M1 wires:
Scale bar: 50 microns. Cells faint in the background.
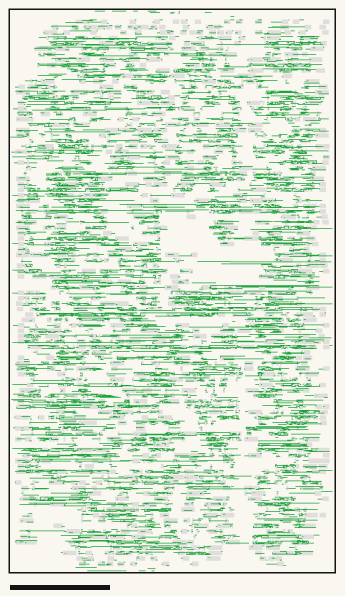
Metal 2:
Scale bar: 50 microns. Cells faint in the background.
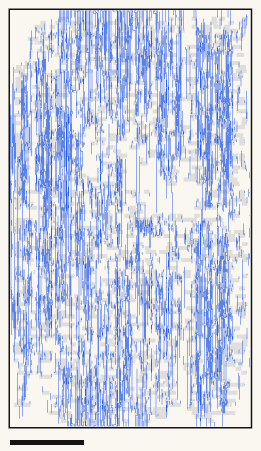
Met3 routing:
Scale bar: 50 microns. Cells faint in the background.
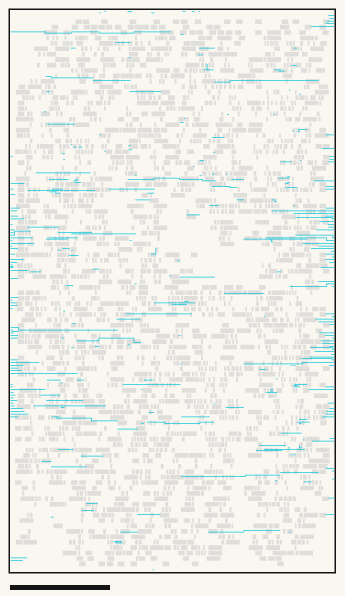
==> config.mk <==
export PLATFORM = sky130hd
export DESIGN_NAME = mac_rx_frame_writer
export DESIGN_NICKNAME = d
export VERILOG_FILES = /design/src/rtl/mac_rx_frame_writer_pkg.sv /design/src/rtl/mac_rx_rdptr_sync.sv /design/src/rtl/mac_rx_frame_writer.sv
export SDC_FILE = /design/constraint.sdc
export NUM_CORES = 1
export LEC_CHECK = 0
export ABC_AREA = 1
export CAP_MARGIN = 20
export CELL_PAD_IN_SITES_DETAIL_PLACEMENT = 0
export CELL_PAD_IN_SITES_GLOBAL_PLACEMENT = 1
export CORE_ASPECT_RATIO = 1.75
export CORE_MARGIN = 2
export CORE_UTILIZATION = 33
export CTS_BUF_LIST = sky130_fd_sc_hd__clkbuf_8
export CTS_CLUSTER_DIAMETER = 200
export DETAILED_ROUTE_END_ITERATION = 16
export PLACE_DENSITY_LB_ADDON = 0.1
export SETUP_SLACK_MARGIN = 0.02
export SLEW_MARGIN = 20
export SYNTH_ARGS = -nofsm -noshare
export SYNTH_HDL_FRONTEND = slang
export SYNTH_SLANG_ARGS = --single-unit
==> constraint.sdc <==
create_clock -name clk -period 5.3 [get_ports clk]
set_input_delay 1.59 -clock clk [delete_from_list [all_inputs] [get_ports clk]]
set_output_delay 1.59 -clock clk [all_outputs]
set_load 0.01 [all_outputs]
==> Slide: Implementation Results <==
Flow Results at a Glance

Clocking
  • CTS H-tree lvls: 2
  • CTS tree: done
  • Clock Tree Buf Depth: 3
  • Worst skew pair latency: about 0.60 ns
  • Root Driver: clkbuf_8
  • Hold-fix buffers, CTS: 0
  • Total CTS buffers: roughly 45

Setup path
  • Critical Path RT: around 5.8 ns
  • Crit path capture type: flop
  • Reg2Reg Depth: 14
  • Setup Crit Path Kind: in2reg
  • CP startpoint kind: primary input
  • CP cell instances: clkdlybuf4s50_1 > fa_1 > inv_1 > fa_1 > fa_1 > fa_1 > fa_1 > inv_1 > nand3_1 > buf_4 > a21oi_1 > nand2_1 > xor2_1 > nor2_1 > nand3_1 > a21oi_1
  • CP max FO: 2

Global routing
  • Pin count of the biggest net entering global routing: 94
  • Vias in the first global route: about 15,000
  • Grt total ovfl: 0

Power and ir drop
  • Power share of the clock group: approximately 38%
  • Pwr Total: 5.11 mW
  • Switching share of power: between 30% and 40%
  • Sequential Power Share: just over 40%
  • P_leak: ~7.2 nW
  • Maximum vdd drop: slightly above 0.0003 V

Placed design
  • GPL Wtd Cong: 0.928
  • DP Worst Slack: -0.533 ns
  • Placed instance area: 0.0178 sq mm
  • Placed Cells: 2,971

Floorplan
  • Fp_density: around a third
  • IO Pins: between 200 and 300
  • Chip area: 0.0459 sq mm
  • Die Wd: between 150 and 200 microns
  • Row count: between 100 and 150

Min path
  • Hold crit path type: reg2reg

Final timing
  • Final setup fails: 0
  • Max Slew Vio Count: 0
  • Post-route setup slack: 0.235 ns
  • Worst Tran Pin Value: 1.07 ns
  • RSZ-0062 raised after global routing: true
  • Setup TNS: 0 ns
  • Final Hold Viols: 0
  • Clock Skew: roughly 0.032 ns
  • Rel. slew slack: between 20% and 30%
  • Fmax: a little under 200 MHz

Yosys
  • Synth flops: between 200 and 300
  • Post-synth seq share: a little over a third
  • Cells after synthesis: roughly 2,200
  • Syn Nets: around 2,300
  • Avg Synthesized Cell Area: roughly 6.6 sq um

Drt
  • Average wire per standard cell: between 15 and 20 microns
  • DRC violations left: 0
  • Violation tally from detailed-route iteration zero: about 800
  • Antenna viol nets, final: 0
  • DR vias/cell: a little under 5

Run
  • Max Cap Viol: 0

Cells and area
  • Area added between synthesis and finish: 28.6%
  • Max reg flops: between 60 and 70
  • Most frequent cells in the layout: nand2_1, clkdlybuf4s50_1, dfxtp_1
  • Final #Nets: around 2,600

Run status
  • Outcome: completed
## Picture notes: 'M1 wires'
share of all routed wire = 36%
longest straight run = 54.3 microns
main direction = horizontal
overall routed net length: 52,900 microns
routing usage on met1: 22.3%
vias: 15,200

## Picture notes: 'metal 2'
nets with wire on the layer = 2,015
wire length on this layer = 29.1 mm
main direction = vertical
GR Layer Usage met2: 44.4%

## Picture notes: 'met3 routing'
share of all routed wire = 4.0%
nets with wire on the layer = 209
main direction = horizontal
longest straight run = 49.9 microns
grt met3 use: 3.00%

per-stage QoR:
step / util (%) / hold slack (ns)
after global routing: 43.1 / 0.430
after CTS: 43.0 / 0.418
after floorplan: - / 0.388
after detailed placement: 40.9 / 0.404
after global placement: 40.9 / 0.408
final: 43.1 / 0.417
critical path, delay by kind of cell:
kind | cells | cell delay [ns]
adder cells (fa/ha/maj) | 5 | 2.30
buffers and inverters | 4 | 0.75
XOR/XNOR | 1 | 0.14
AND-OR/OR-AND | 2 | 0.38
AND/OR/NAND/NOR | 4 | 0.39
cell families after synthesis:
logic type      share of synthesized area, %
compound gates                          11.5
fa+ha+maj                               3.32
buf+inv                                 9.21
xor+xnor                                5.65
simple gates                            34.3
flops                                   36.0
synthesized netlist by cell type:
| cell type | n | area [sq um] |
|---|---|---|
| nand2_2 | 2 | 12.5 |
| nand2_4 | 4 | 45.0 |
| nor3_1 | 58 | 290 |
| a22oi_1 | 1 | 7.51 |
| o21ai_0 | 76 | 380 |
| buf_12 | 1 | 20.0 |
| o211ai_1 | 1 | 7.51 |
| nand2_1 | 573 | 2150 |
| o21bai_1 | 1 | 7.51 |
| nor3_2 | 2 | 20.0 |
| clkinv_1 | 2 | 7.51 |
| inv_1 | 200 | 751 |
| o221a_2 | 1 | 11.3 |
| buf_1 | 6 | 22.5 |
| xnor2_1 | 27 | 236 |
| buf_4 | 6 | 45.0 |
| fa_1 | 6 | 120 |
| clkbuf_1 | 65 | 244 |
| ha_1 | 29 | 363 |
| nand3b_1 | 4 | 30.0 |
| nor2_2 | 2 | 12.5 |
| a221oi_1 | 2 | 17.5 |
| nor4_1 | 21 | 131 |
| a31oi_1 | 9 | 56.3 |
| nor2_1 | 258 | 968 |
| buf_6 | 9 | 101 |
| o21ai_1 | 4 | 20.0 |
| xor2_1 | 67 | 587 |
| o21a_1 | 3 | 22.5 |
| nor3b_1 | 6 | 45.0 |
| nand4_1 | 55 | 344 |
| nand3_1 | 190 | 951 |
| o22ai_1 | 2 | 12.5 |
| dfxtp_1 | 262 | 5250 |
| buf_2 | 27 | 135 |
| inv_2 | 4 | 15.0 |
| o31ai_1 | 2 | 15.0 |
| a21oi_1 | 223 | 1120 |
repair_timing:
action / CTS / global route
gates resized: 0 / 7
setup endpoints to repair: 0 / 8
buffers inserted: 0 / 0
area by class of cell:
cell class                 count  area (sq um)
fill                        4663         24700
sequential                   262          5250
antenna                        3          7.51
inverter                     206           773
clock inverter                20           113
clock buffer                  59           812
tap                          566           708
multi-input combinational   1629          8040
timing repair buffer         308          3040
routing by layer:
layer	up-vias	global-route usage [%]	share of wire, %
met4	0	11.4	5.2
met5	-	0	0
met3	112	3.00	4.0
li1	7678	-	-
met2	380	44.4	55
met1	6982	22.3	36
power groups by stage:
stage	Clock (mW)	Combinational, mW	Sequential, mW
after floorplan	0	0.661	2.15
after global placement	0	1.08	2.14
after detailed placement	0	1.09	2.14
after CTS	2.00	1.10	2.10
after global routing	2.09	1.20	2.11
final	1.93	1.08	2.10
Power and IR drop assume default switching activity.
